<file path="config.mk">
export PLATFORM = sky130hd
export DESIGN_NAME = acc_cmd_endpoint_flat
export DESIGN_NICKNAME = d
export VERILOG_FILES = /design/src/rtl/acc_cmd_pkg.sv /design/src/rtl/acc_cmd_endpoint_if.sv /design/src/rtl/acc_arg_regfile.sv /design/src/rtl/acc_cmd_endpoint.sv /design/src/flat_wrapper.sv
export SDC_FILE = /design/constraint.sdc
export NUM_CORES = 1
export LEC_CHECK = 0
export CAP_MARGIN = 20
export CORE_AREA = 2 2 283 285
export CTS_CLUSTER_DIAMETER = 50
export DETAILED_ROUTE_END_ITERATION = 8
export DIE_AREA = 0 0 285 287
export GPL_ROUTABILITY_DRIVEN = 0
export GPL_TIMING_DRIVEN = 0
export PLACE_DENSITY = 0.62
export RECOVER_POWER = 50
export SYNTH_ARGS = -nofsm -noshare
export SYNTH_HDL_FRONTEND = slang
export SYNTH_SLANG_ARGS = --single-unit
</file>
<file path="constraint.sdc">
create_clock -name aclk -period 54.4 [get_ports aclk]
set_input_delay 8.16 -clock aclk [delete_from_list [all_inputs] [get_ports aclk]]
set_output_delay 8.16 -clock aclk [all_outputs]
set_load 0.005 [all_outputs]
</file>
<file path="src/rtl/acc_cmd_pkg.sv">
// acc_cmd_pkg: shared constants and types for the accelerator command endpoint.
//   - Command codes carried in the low byte of header / finish words.
//   - Bit positions of the header fields.
//   - FSM state encoding used by acc_cmd_endpoint.
//   - finish_word(): builds the first word of the finish message.
package acc_cmd_pkg;

    localparam logic [7:0] CMD_EXEC   = 8'h01;
    localparam logic [7:0] CMD_FINISH = 8'h03;

    // Header word layout: [7:0] command, [15:8] argument count, rest ignored.
    localparam int HDR_CMD_LSB   = 0;
    localparam int HDR_CMD_W     = 8;
    localparam int HDR_NARGS_LSB = 8;
    localparam int HDR_NARGS_W   = 8;

    typedef enum logic [2:0] {
        S_HDR,
        S_TID,
        S_ARGS,
        S_DRAIN,
        S_RUN,
        S_FIN0,
        S_FIN1
    } state_t;

    function automatic logic [63:0] finish_word(input logic [7:0] acc_id);
        return {48'h0, acc_id, CMD_FINISH};
    endfunction

endpackage

</file>
<file path="src/rtl/acc_cmd_endpoint_if.sv">
// acc_cmd_endpoint_if: command streams between the manager and one
// accelerator endpoint.
//   cmdin_in_*   : manager -> endpoint command words (valid/ready/data/last)
//   cmdout_out_* : endpoint -> manager finish words (valid/ready/tid/data)
// Modports:
//   master : manager side (drives cmdin, accepts cmdout)
//   slave  : endpoint side (accepts cmdin, drives cmdout)
// Parameter AW is the width of cmdout_out_tid.
interface acc_cmd_endpoint_if #(
    parameter int AW = 4
);
    logic          cmdin_in_tvalid;
    logic          cmdin_in_tready;
    logic [63:0]   cmdin_in_tdata;
    logic          cmdin_in_tlast;

    logic          cmdout_out_tvalid;
    logic          cmdout_out_tready;
    logic [AW-1:0] cmdout_out_tid;
    logic [63:0]   cmdout_out_tdata;

    modport master (
        output cmdin_in_tvalid,
        output cmdin_in_tdata,
        output cmdin_in_tlast,
        input  cmdin_in_tready,
        input  cmdout_out_tvalid,
        input  cmdout_out_tid,
        input  cmdout_out_tdata,
        output cmdout_out_tready
    );

    modport slave (
        input  cmdin_in_tvalid,
        input  cmdin_in_tdata,
        input  cmdin_in_tlast,
        output cmdin_in_tready,
        output cmdout_out_tvalid,
        output cmdout_out_tid,
        output cmdout_out_tdata,
        input  cmdout_out_tready
    );

endinterface

</file>
<file path="src/rtl/acc_arg_regfile.sv">
// acc_arg_regfile: MAX_ARGS x 64-bit argument slots, written one slot at a
// time by index, all slots readable in parallel.
// Ports:
//   clk, rst  : clock, asynchronous active-high reset (clears every slot)
//   wr_en     : write strobe
//   wr_idx    : slot index to write (NW bits)
//   wr_data   : 64-bit word to store
//   args      : flattened slots, slot i at [64*i +: 64]
module acc_arg_regfile #(
    parameter int MAX_ARGS = 8,
    parameter int NW       = 4
) (
    input  logic                     clk,
    input  logic                     rst,
    input  logic                     wr_en,
    input  logic [NW-1:0]            wr_idx,
    input  logic [63:0]              wr_data,
    output logic [64*MAX_ARGS-1:0]   args
);

    // One register per slot so every output bit can be cleared by reset;
    // a RAM-style array would not support the parallel clear.
    generate
        for (genvar gi = 0; gi < MAX_ARGS; gi++) begin : g_slot
            logic [63:0] slot_reg;

            always_ff @(posedge clk or posedge rst) begin
                if (rst) begin
                    slot_reg <= '0;
                end else if (wr_en && (wr_idx == NW'(gi))) begin
                    slot_reg <= wr_data;
                end
            end

            assign args[64*gi +: 64] = slot_reg;
        end
    endgenerate

endmodule

</file>
<file path="src/rtl/acc_cmd_endpoint.sv">
// acc_cmd_endpoint: accelerator-side endpoint of the manager command protocol.
// Accepts an execute packet (header, task id, arguments) on cmdin, starts the
// accelerator, waits for acc_done and returns a two-word finish message on
// cmdout (finish code word, then the task id).
// Ports:
//   aclk, rst      : clock, asynchronous active-high reset
//   cmd            : acc_cmd_endpoint_if.slave (cmdin / cmdout streams)
//   acc_start      : one-cycle start pulse
//   acc_task_id    : latched task id
//   acc_nargs      : number of arguments actually stored
//   acc_args       : argument slots, arg i at [64*i +: 64]
//   acc_done       : task completion, only looked at while running
//   busy           : high whenever not waiting for a header
//   proto_err      : sticky malformed-packet flag (only when the
//                    ACC_CMD_CHECK_EN macro is defined)
// Configuration macro: ACC_CMD_CHECK_EN enables the protocol checker.
module acc_cmd_endpoint
    import acc_cmd_pkg::*;
#(
    parameter int MAX_ACCS = 16,
    parameter int ACC_ID   = 0,
    parameter int MAX_ARGS = 8,
    localparam int AW = (MAX_ACCS > 1) ? $clog2(MAX_ACCS) : 1,
    localparam int NW = $clog2(MAX_ARGS + 1)
) (
    input  logic                   aclk,
    input  logic                   rst,
    acc_cmd_endpoint_if.slave      cmd,
    output logic                   acc_start,
    output logic [63:0]            acc_task_id,
    output logic [NW-1:0]          acc_nargs,
    output logic [64*MAX_ARGS-1:0] acc_args,
    input  logic                   acc_done,
    output logic                   busy
`ifdef ACC_CMD_CHECK_EN
    ,
    output logic                   proto_err
`endif
);

    state_t        state_reg, state_next;

    logic          in_ready;
    logic          in_xfer;
    logic          in_last;
    logic          out_valid;
    logic          out_xfer;
    logic [63:0]   out_data;

    logic [7:0]    hdr_cmd;
    logic          hdr_is_exec;
    logic          hdr_accept;

    logic [NW-1:0] count_reg, count_next;
    logic [NW-1:0] nargs_reg;
    logic          count_full;
    logic          arg_wr;
    logic          run_enter;
    logic          run_first_reg;
    logic [63:0]   task_id_reg;

    assign in_last     = cmd.cmdin_in_tlast;
    assign in_xfer     = cmd.cmdin_in_tvalid & in_ready;
    assign out_xfer    = out_valid & cmd.cmdout_out_tready;
    assign hdr_cmd     = cmd.cmdin_in_tdata[HDR_CMD_LSB +: HDR_CMD_W];
    assign hdr_is_exec = (hdr_cmd == CMD_EXEC);
    // A header that opens a real execute packet (not single-word, not foreign)
    assign hdr_accept  = (state_reg == S_HDR) && in_xfer && !in_last && hdr_is_exec;

    assign count_full  = (count_reg == NW'(MAX_ARGS));
    assign arg_wr      = (state_reg == S_ARGS) && in_xfer && !count_full;
    assign run_enter   = (state_next == S_RUN) && (state_reg != S_RUN);

    // ---------------------------------------------------------------- FSM
    always_ff @(posedge aclk or posedge rst) begin
        if (rst) begin
            state_reg <= S_HDR;
        end else begin
            state_reg <= state_next;
        end
    end

    always_comb begin
        state_next = state_reg;
        case (state_reg)
            S_HDR: begin
                if (in_xfer) begin
                    if (in_last) begin
                        state_next = S_HDR;
                    end else if (!hdr_is_exec) begin
                        state_next = S_DRAIN;
                    end else begin
                        state_next = S_TID;
                    end
                end
            end
            S_TID: begin
                if (in_xfer) begin
                    state_next = in_last ? S_RUN : S_ARGS;
                end
            end
            S_ARGS: begin
                if (in_xfer && in_last) begin
                    state_next = S_RUN;
                end
            end
            S_DRAIN: begin
                if (in_xfer && in_last) begin
                    state_next = S_HDR;
                end
            end
            S_RUN: begin
                if (acc_done) begin
                    state_next = S_FIN0;
                end
            end
            S_FIN0: begin
                if (out_xfer) begin
                    state_next = S_FIN1;
                end
            end
            S_FIN1: begin
                if (out_xfer) begin
                    state_next = S_HDR;
                end
            end
            default: state_next = S_HDR;
        endcase
    end

    always_comb begin
        in_ready  = 1'b0;
        out_valid = 1'b0;
        out_data  = '0;
        acc_start = 1'b0;
        busy      = (state_reg != S_HDR);
        case (state_reg)
            S_HDR, S_TID, S_ARGS, S_DRAIN: begin
                in_ready = 1'b1;
            end
            S_RUN: begin
                acc_start = run_first_reg;
            end
            S_FIN0: begin
                out_valid = 1'b1;
                out_data  = finish_word(8'(ACC_ID));
            end
            S_FIN1: begin
                out_valid = 1'b1;
                out_data  = task_id_reg;
            end
            default: begin
                in_ready = 1'b0;
            end
        endcase
    end

    // ----------------------------------------------------------- datapath
    always_comb begin
        count_next = count_reg;
        if (hdr_accept) begin
            count_next = '0;
        end else if (arg_wr) begin
            count_next = count_reg + NW'(1);
        end
    end

    // acc_nargs is loaded only when entering S_RUN so it stays steady while
    // the next packet's header clears the running count.
    always_ff @(posedge aclk or posedge rst) begin
        if (rst) begin
            count_reg     <= '0;
            nargs_reg     <= '0;
            task_id_reg   <= '0;
            run_first_reg <= 1'b0;
        end else begin
            count_reg     <= count_next;
            run_first_reg <= run_enter;
            if ((state_reg == S_TID) && in_xfer) begin
                task_id_reg <= cmd.cmdin_in_tdata;
            end
            if (run_enter) begin
                nargs_reg <= count_next;
            end
        end
    end

    acc_arg_regfile #(
        .MAX_ARGS (MAX_ARGS),
        .NW       (NW)
    ) u_regfile (
        .clk     (aclk),
        .rst     (rst),
        .wr_en   (arg_wr),
        .wr_idx  (count_reg),
        .wr_data (cmd.cmdin_in_tdata),
        .args    (acc_args)
    );

    assign acc_task_id           = task_id_reg;
    assign acc_nargs             = nargs_reg;
    assign cmd.cmdin_in_tready   = in_ready;
    assign cmd.cmdout_out_tvalid = out_valid;
    assign cmd.cmdout_out_tdata  = out_data;
    assign cmd.cmdout_out_tid    = AW'(ACC_ID);

`ifdef ACC_CMD_CHECK_EN
    // ------------------------------------------------------ protocol check
    logic [7:0] hdr_nargs;
    logic [7:0] exp_nargs_reg;
    logic       drop_seen_reg;
    logic       drop_now;
    logic       err_now;
    logic       proto_err_reg;

    assign hdr_nargs = cmd.cmdin_in_tdata[HDR_NARGS_LSB +: HDR_NARGS_W];
    assign drop_now  = (state_reg == S_ARGS) && in_xfer && count_full;

    // Once a word has been dropped the received count exceeds what count_reg
    // can show, so a dropped word at tlast always means a length mismatch.
    always_comb begin
        err_now = 1'b0;
        if ((state_reg == S_HDR) && in_xfer) begin
            err_now = in_last || !hdr_is_exec || (hdr_nargs > 8'(MAX_ARGS));
        end else if ((state_reg == S_TID) && in_xfer && in_last) begin
            err_now = (exp_nargs_reg != 8'd0);
        end else if ((state_reg == S_ARGS) && in_xfer && in_last) begin
            err_now = drop_seen_reg || drop_now || (8'(count_next) != exp_nargs_reg);
        end
    end

    always_ff @(posedge aclk or posedge rst) begin
        if (rst) begin
            exp_nargs_reg <= '0;
            drop_seen_reg <= 1'b0;
            proto_err_reg <= 1'b0;
        end else begin
            if (hdr_accept) begin
                exp_nargs_reg <= hdr_nargs;
                drop_seen_reg <= 1'b0;
            end else if (drop_now) begin
                drop_seen_reg <= 1'b1;
            end
            if (err_now) begin
                proto_err_reg <= 1'b1;
            end
        end
    end

    assign proto_err = proto_err_reg;
`endif

endmodule

</file>
<file path="src/flat_wrapper.sv">
// flat-port wrapper written by rule: the top's interface ports become plain ports
module acc_cmd_endpoint_flat import acc_cmd_pkg::*;
#(
    parameter int MAX_ACCS = 16,
    parameter int ACC_ID   = 0,
    parameter int MAX_ARGS = 8,
    localparam int AW = (MAX_ACCS > 1) ? $clog2(MAX_ACCS) : 1,
    localparam int NW = $clog2(MAX_ARGS + 1)
)
  (aclk, rst, acc_start, acc_task_id, acc_nargs, acc_args, acc_done, busy, cmd_cmdin_in_tvalid, cmd_cmdin_in_tdata, cmd_cmdin_in_tlast, cmd_cmdin_in_tready, cmd_cmdout_out_tvalid, cmd_cmdout_out_tid, cmd_cmdout_out_tdata, cmd_cmdout_out_tready);
  acc_cmd_endpoint_if #(.AW((4))) cmd_i ();
  input  logic aclk;
  input  logic rst;
  output logic acc_start;
  output logic [63:0] acc_task_id;
  output logic [NW-1:0] acc_nargs;
  output logic [64*MAX_ARGS-1:0] acc_args;
  input  logic acc_done;
  output logic busy;
  input wire logic [$bits(cmd_i.cmdin_in_tvalid)-1:0] cmd_cmdin_in_tvalid;
  input wire logic [$bits(cmd_i.cmdin_in_tdata)-1:0] cmd_cmdin_in_tdata;
  input wire logic [$bits(cmd_i.cmdin_in_tlast)-1:0] cmd_cmdin_in_tlast;
  output wire logic [$bits(cmd_i.cmdin_in_tready)-1:0] cmd_cmdin_in_tready;
  output wire logic [$bits(cmd_i.cmdout_out_tvalid)-1:0] cmd_cmdout_out_tvalid;
  output wire logic [$bits(cmd_i.cmdout_out_tid)-1:0] cmd_cmdout_out_tid;
  output wire logic [$bits(cmd_i.cmdout_out_tdata)-1:0] cmd_cmdout_out_tdata;
  input wire logic [$bits(cmd_i.cmdout_out_tready)-1:0] cmd_cmdout_out_tready;
  assign cmd_i.cmdin_in_tvalid = cmd_cmdin_in_tvalid;
  assign cmd_i.cmdin_in_tdata = cmd_cmdin_in_tdata;
  assign cmd_i.cmdin_in_tlast = cmd_cmdin_in_tlast;
  assign cmd_cmdin_in_tready = cmd_i.cmdin_in_tready;
  assign cmd_cmdout_out_tvalid = cmd_i.cmdout_out_tvalid;
  assign cmd_cmdout_out_tid = cmd_i.cmdout_out_tid;
  assign cmd_cmdout_out_tdata = cmd_i.cmdout_out_tdata;
  assign cmd_i.cmdout_out_tready = cmd_cmdout_out_tready;
  acc_cmd_endpoint #(.MAX_ACCS(MAX_ACCS), .ACC_ID(ACC_ID), .MAX_ARGS(MAX_ARGS)) u_core (.aclk(aclk), .rst(rst), .cmd(cmd_i), .acc_start(acc_start), .acc_task_id(acc_task_id), .acc_nargs(acc_nargs), .acc_args(acc_args), .acc_done(acc_done), .busy(busy));
endmodule
</file>
==> run_1/gate_families.png <==
The bar under the picture is 100 µm long.
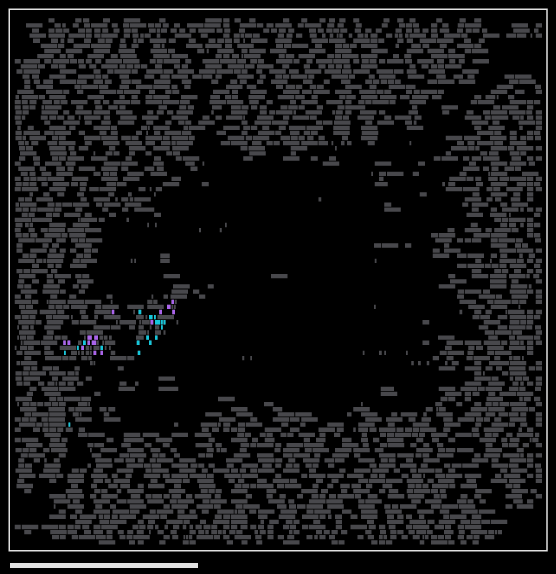
family	color	cells	most used	where
inverting AOI/OAI gates	purple	15	a21oi_1	middle left
NAND gates	cyan	17	nand3_1	middle left

==> run_1/registers.png <==
The bar under the picture is 100 µm long. Other sequential cells in the stronger gray, the rest of the logic in the fainter gray.
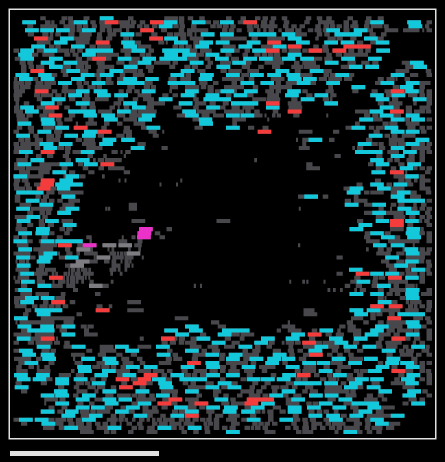
name in the netlist	color	sequential cells
`u_core.u_regfile.g_slot.slot_reg`	cyan	512
`u_core.acc_task_id`	red	64
`u_core.acc_nargs`	magenta	4

==> run_1/pins.png <==
Pins as bars across the die edge, other pins in gray.
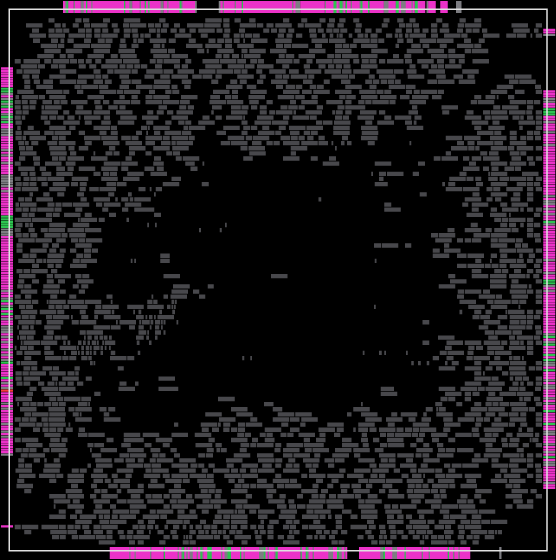
port	color	pins	direction	edge
`cmd_cmdout_out_tvalid`	red	1	output	left
`acc_args`	magenta	512	output	155 top, 148 bottom, 113 right, 96 left
`cmd_cmdout_out_tdata`	green	64	output	17 bottom, 17 top, 16 left, 14 right
all pins by edge	208 top, 202 bottom, 159 right, 153 left

==> run_1/metal_stack.png <==
Two of the layers only.
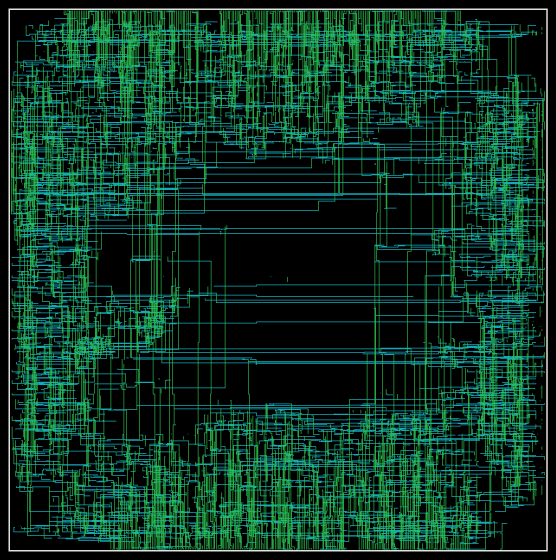
layer	color	wire length
met2	green	39.4 mm
met1	cyan	33.6 mm

==> reports/qor.yml, run 1 <==
worst_setup_path:
  crit_path_start_kind: "input pin"
  arrival_ns: 18.93
  startpoint: "rst"
  end_kind: "asynchronous set/reset pin"
  r2r_start: "u_core.state_reg[2]"
  regToRegSetupSlack_ns: 51.22
  r2r-end: "u_core.u_regfile.g_slot[2].slot_reg[17]"
  max_stage_delay_ns: 4.67
  worst-path-buf-inv: 4
  worst_path_dominant_cell_family: "buffers and inverters"
  path_max_fanout: 124
  reg2reg_depth: 6
layout:
  largest_reg_flops: 512
  drive_gt1_share_pct: 32.6
  fill_cells: 7097
  inv_count: 6
  clk_share_pct: 7.84
  antenna_cells: 5
  fin_cells: 3305
  syn_to_final_growth_pct: 47.1
  layout.area.comb_mm2: 0.00799
run_status:
  status: "complete, but fails checks"
  violations: "capacitance limit, slew limit"
yosys:
  yosysCellCount: 1389
  synth_xor_xnor_area_share_pct: 0.112
  largest_area_cell: "dfrtp_1"
  yosys_warnings: 0
  aoi_share_pct: 0.385
  edf_count: 0
  synth-async-reset-ratio_pct: 100
  synth_cells: 1389
  synthMuxAreaShare_pct: 30.7
clock_network:
  clockBufferDepth: 3
  root_buffer: "clkbuf_16"
  path_clk_slew_ns: 0.06
  tritoncts: "built"
  numCtsBuffers: 77
  cts_setup_buffers: 0
  htree_levels: 3
final_timing:
  hold_ws_ns: 0.483
  finClkSkew_ns: 0.0311
  worstMarginPinSlew_ns: 6.48
  report.final.slew_viol_count: 599
  setup_slack_ns: 34.63
  grt_setup_unrepaired: "no"
placement:
  dp_cells: 3159
  dpl.hpwl_um: 58100
floorplan:
  fp.dieH_um: 287
  ioPinCount: 722
  nWellTaps: 1050
  dieArea_mm2: 0.0818
  die_x_um: 285
pwr:
  seq_power_w: 0.000695
  comb_power_share_pct: 35.0
  maxPowerGroup: "sequential cells"
  p_sw_w: 0.000542
  p_per_area_mw_per_mm2: 54.8
  pwr-share-seq_pct: 36.9
detailed_routing:
  wl_per_cell_um: 24.8
  drt-pass1-iter-count: 4
  vias: 15300
  dr.max_layer_used: "met4"
  wl_met2_um: 39400
  vias_per_cell: 4.62
global_routing:
  met3_usage_pct: 5.52
  grt_pass1_wl_um: 118000
  met2_usage_pct: 32.2
  grt_busiest_layer: "met2"
  antenna_found_initial: 5
  track_usage_pct: 19.6
flow_run:
  max_cap_violations: 6
## run 1: placed cells by master, fill, tap and decap left out, drive strengths merged
master / count
and4bb: 1
nand4: 1
xnor2: 1
nor4: 1
a211oi: 1
o21ai: 4
or3: 1
mux2i: 3
xor2: 2
buf: 52
inv: 12
dlygate4sd3: 257
and4b: 2
a22oi: 1
nand4b: 1
nand3: 8
and3: 65
and2b: 1
a21oi: 7
clkinvlp: 5
mux2: 576
nor3b: 1
clkbuf: 144
bufinv: 9
nor2b: 2
conb: 4
nand2: 7
clkinv: 19
a21o: 1
a31oi: 1
ha: 4
o22ai: 1
and2: 1
nor2: 14
dfrtp: 588
diode: 5
clkdlybuf4s50: 452
==> run_1/final_clocks.png <==
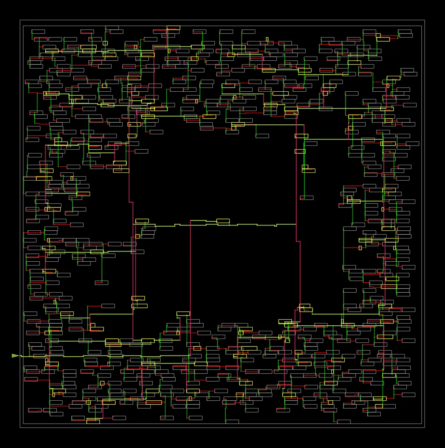

==> run 1 -> run 2 <==
- CORE_AREA: 2 2 283 285 -> 2 2 278 280
- DIE_AREA: 0 0 285 287 -> 0 0 280 282
- PLACE_DENSITY: 0.62 -> 0.64
- clock period: 54.4 -> 19.6 ns (I/O delays scaled with it)
==> run_2/final_clocks.png <==
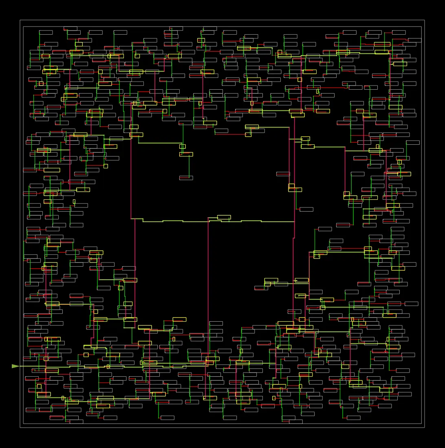
Clk power: 0.00151 W
clk_lat worst skew: 0.62 ns
Clock Skews: 0.0226 ns

==> run_2/pins.png <==
Pins as bars across the die edge, other pins in gray.
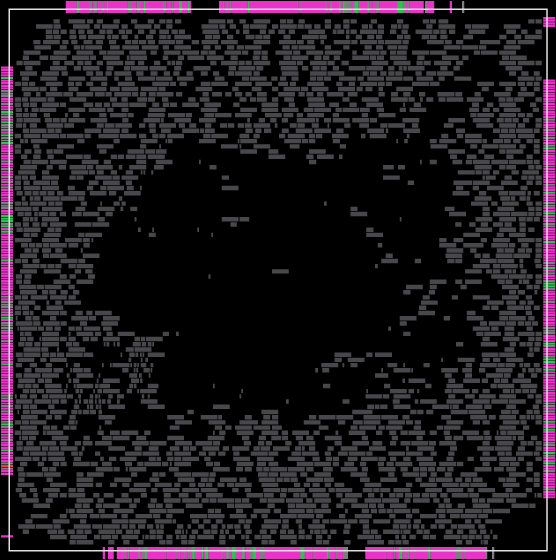
port	color	pins	direction	edge
`acc_args`	magenta	512	output	146 bottom, 145 top, 119 right, 102 left
`cmd_cmdout_out_tvalid`	red	1	output	left
`cmd_cmdout_out_tdata`	green	64	output	18 bottom, 16 top, 15 left, 15 right
all pins by edge	205 bottom, 194 top, 165 right, 158 left

==> run 2 against run 1 <==
Against the previous run:
- the flow still finishes with violations (capacitance limit, slew limit)
- register-to-register slack worse by 35 ns
- critical path type unchanged
- worst setup slack worse by 22 ns
- first-iteration DRC count is 30% higher
- combinational power rose to 2.7 times the previous value
==> reports/qor.yml, run 2 <==
global_routing:
  track_usage_pct: 20.0  # was 19.6%
  met3_usage_pct: 5.25  # was 5.52%
  met2_usage_pct: 34.2  # was 32.2%
  grt_busiest_layer: "met2"  # unchanged
yosys:
  yosys_warnings: 0  # unchanged
  synth_cells: 1389  # unchanged
  synth_xor_xnor_area_share_pct: 0.112  # unchanged
  synth-async-reset-ratio_pct: 100  # unchanged
  edf_count: 0  # unchanged
  largest_area_cell: "dfrtp_1"  # unchanged
  yosysCellCount: 1389  # unchanged
  aoi_share_pct: 0.385  # unchanged
  synthMuxAreaShare_pct: 30.7  # unchanged
placement:
  dp_cells: 3084  # was 3159
run_status:
  status: "complete, but fails checks"  # unchanged
  violations: "capacitance limit, slew limit"  # unchanged
worst_setup_path:
  r2r_start: "u_core.state_reg[2]"  # unchanged
  crit_path_start_kind: "input pin"  # unchanged
  r2r-end: "u_core.u_regfile.g_slot[2].slot_reg[13]"  # was u_core.u_regfile.g_slot[2].slot_reg[17]
  path_max_fanout: 128  # was 124
  reg2reg_depth: 6  # unchanged
flow_run:
  max_cap_violations: 1  # was 6
clock_network:
  cts_setup_buffers: 0  # unchanged
  path_clk_slew_ns: 0.05  # was 0.06 ns
  clockBufferDepth: 3  # unchanged
  tritoncts: "built"  # unchanged
final_timing:
  setup_slack_ns: 12.34  # was 34.63 ns
  report.final.slew_viol_count: 122  # was 599
  worstMarginPinSlew_ns: 5.65  # was 6.48 ns
layout:
  layout.area.comb_mm2: 0.00785  # was 0.00799 mm²
  syn_to_final_growth_pct: 46.6  # was 47.1%
  lay_top_cells: "dfrtp_1 (588), mux2_2 (380), clkdlybuf4s50_1 (355)"  # was dfrtp_1 (588), clkdlybuf4s50_1 (452), mux2_2 (379)
  largest_reg_flops: 512  # unchanged
floorplan:
  ioPinCount: 722  # unchanged
  die_x_um: 280  # was 285 µm
  fp.dieH_um: 282  # was 287 µm
pwr:
  seq_power_w: 0.00193  # was 0.000695 W
  p_sw_w: 0.00151  # was 0.000542 W
  comb_power_share_pct: 34.1  # was 35.0%
==> run 2: cell count changes in the layout (fill, tap and decap cells not counted), moves of 5 or more <==
cell	before	now
dlygate4sd3_1	257	354
clkbuf_1	56	50
inv_8	1	7
clkdlybuf4s50_1	452	355
mux2_1	19	56
buf_6	19	13
clkbuf_16	79	84
mux2_4	178	140
clkinv_4	8	1
clkinvlp_4	4	10
==> run 2: final cells by class <==
type                       count  share of cell area [%]
clock inverter                44                    1.54
inverter                       6                  0.0692
multi-input combinational    712                    22.9
tap                          978                    3.56
sequential                   588                    42.9
antenna                        1                 0.00729
timing repair buffer         715                    21.1
clock buffer                 103                    6.62
buffer                        86                    1.40
==> run 2: worst max-delay path, stage by stage <==
cell and delay [ns]:
dlygate4sd3_1 0.55, clkinvlp_2 3.17, buf_16 0.38, buf_16 0.50
Power figures rest on the tool's default switching activity, not on a simulated workload.
